Design ysyx_040729_div_ctrl, sky130hd; sources not shown.
**Routed metal per tile**

Scale: 2 px per um. The die is cut into 37 by 37 equal tiles; dark purple is low, yellow is high, scaled to the fullest tile. Values are wire area over tile area, all layers added.
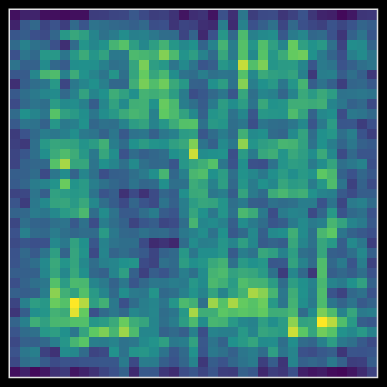
30% of the tiles are over half the peak. The mean over all tiles is 0.39. The fullest tile reaches 0.92.
total wire length: 73.9 mm
via count: 22700

**Cell sizes after repair**

Scale: 1.5 px per um.
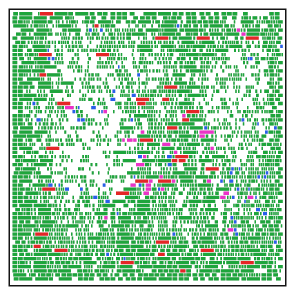
_6 and larger: in red, cells 35, share 1.0%, most used clkbuf_16. _3 and _4 cells: in magenta, cells 30, share 0.88%, most used buf_4. _2 cells: in blue, cells 65, share 1.9%, most used nand2_2. _0 and _1 cells: in green, cells 3269, share 96%, most used nand2_1.
Area growth, synth to finish: 28.9%
worst setup margin: 7340 ps

==> impl_metrics.yaml <==
# synthesis and place-and-route metrics
status:
  outcome: "completed"
synthesis:
  yosysChipArea_um2: 18100
  synth_area_um2: 18100
  synth_cells: 3035
  max_area_cell_share: 0.279
  synth.top_cells.by_area: "sky130_fd_sc_hd__dfrtp_1, sky130_fd_sc_hd__nand2_1, sky130_fd_sc_hd__nor2_1, sky130_fd_sc_hd__nand3_1, sky130_fd_sc_hd__inv_1"
  post_synth_edffs: 0
  post_synth_most_frequent_cells: "sky130_fd_sc_hd__nand2_1, sky130_fd_sc_hd__nor2_1, sky130_fd_sc_hd__inv_1, sky130_fd_sc_hd__nand3_1, sky130_fd_sc_hd__dfrtp_1"
  yosys.stat.seqShare: 0.279
  yosysUniqueCellTypes: 46
  synth.largest_area_cell: "sky130_fd_sc_hd__dfrtp_1"
  yosysMostFrequentCell: "sky130_fd_sc_hd__nand2_1"
die:
  die.size.y_um: 183
  die_width_um: 183
  fp_util: 0.558
grt:
  grt_pass1_wl_mm: 113
  grt_pass1_vias: 20700
  pin_count_of_the_biggest_net_entering_global_routing: 129
power:
  power.density_cell_area_nw_per_um2: 117
  power.static_leakage_nw: 11.1
  peakVddDrop_v: 0.0000967
clocking:
  cts_tree: "built"
  root_buffer: "sky130_fd_sc_hd__clkbuf_16"
  cts_buffers: 24
final_layout:
  final_layout_size_suffix_gt1_frac: 0.0382
  post-route-util: 0.719
  stdcell_area_um2: 23300
final_timing:
  number_of_pins_with_negative_max_slew_slack_in_the_final_report: 0
  fmax_ghz: 0.0897
  final_hold_viol_count: 0
  finalHoldWorstSlack_ps: 281
  rsz_0062_raised_after_global_routing: "no"
  finalClockPeriodUsage: 0.603
critical_path:
  endpoint_kind: "flop"
  rr_worst_depth: 20
  startpoint_type: "primary input"
placed_design:
  detailedPlace.worstSlack_ps: 6980
  placement.io_buffers: 457
flow_run:
  max-cap-violations: 0
route:
  route.detailed.drc: 0
[worst max-delay path: stages]
cell                              delay [ps]
sky130_fd_sc_hd__clkdlybuf4s50_1         930
sky130_fd_sc_hd__nand3_2                1040
sky130_fd_sc_hd__o21ai_0                 690
sky130_fd_sc_hd__nand4_1                 180
sky130_fd_sc_hd__o41ai_1                 480
sky130_fd_sc_hd__nand3_1                 160
sky130_fd_sc_hd__nor2_1                  150
sky130_fd_sc_hd__nand2_1                  70
sky130_fd_sc_hd__nand2_1                 140
sky130_fd_sc_hd__nor2_4                   70
sky130_fd_sc_hd__inv_4                   510
sky130_fd_sc_hd__buf_4                   940
sky130_fd_sc_hd__o21ai_0                 290
[cell families (layout without fill, tap and decap cells)]
group	Yosys count	after routing	share of synthesized area
and+or+nand+nor	1880	1880	0.435
AOI/OAI and AO/OA	426	426	0.130
buffers and inverters	419	783	0.101
DFF	202	202	0.279
xor gates and xnor gates	105	105	0.0519
adders and majority gates	3	3	0.00207
other	0	6	0
[routing by layer]
metal | vias up | wire [um] | GRT usage
met5 | - | 27 | 0
met4 | 4 | 4720 | 0.246
met3 | 305 | 8060 | 0.0842
met2 | 1548 | 32800 | 0.683
met1 | 10400 | 28200 | 0.539
li1 | 10500 | - | -
[area by class of cell]
cell class	count	area, um2
diodes	6	15.0
clock buffers	34	698
clock inverters	6	52.6
fillers	2711	9120
inverters	273	1040
multi-input cells	2414	11200
flip-flops and latches	202	5050
well taps	442	553
repair buffers	470	4670
[report_power, final]
part	internal [mW]	switching [mW]	total [mW]	leakage, nW
Clock	0.263	0.202	0.465	0.371
Combinational	0.634	0.875	1.51	8.26
Sequential	0.616	0.144	0.760	2.50
[per-stage QoR]
step / instances / total power, mW
detailed placement: 3801 / 2.23
CTS: 3841 / 2.70
global route: 3846 / 2.89
finish: 3847 / 2.73
floorplan: 3035 / 1.57
global placement: 3801 / 2.19
[cells in the final DEF (no fill, tap or decap), types with 7 or more instances in the layout]
cell,instances
sky130_fd_sc_hd__nand2_1,1055
sky130_fd_sc_hd__clkdlybuf4s50_1,457
sky130_fd_sc_hd__nor2_1,412
sky130_fd_sc_hd__inv_1,257
sky130_fd_sc_hd__nand3_1,235
sky130_fd_sc_hd__dfrtp_1,202
sky130_fd_sc_hd__o21ai_0,183
sky130_fd_sc_hd__a21oi_1,118
sky130_fd_sc_hd__xor2_1,80
sky130_fd_sc_hd__nand4_1,77
sky130_fd_sc_hd__a22oi_1,64
sky130_fd_sc_hd__o21ai_1,38
sky130_fd_sc_hd__nor4_1,28
sky130_fd_sc_hd__xnor2_1,24
sky130_fd_sc_hd__clkbuf_16,24
sky130_fd_sc_hd__nand2_2,18
sky130_fd_sc_hd__buf_4,13
sky130_fd_sc_hd__inv_2,12
sky130_fd_sc_hd__nor2_2,12
sky130_fd_sc_hd__o21ai_2,10
sky130_fd_sc_hd__nor3_1,10
sky130_fd_sc_hd__nor2_4,9
sky130_fd_sc_hd__nand3b_1,7
Power and IR drop assume default switching activity.
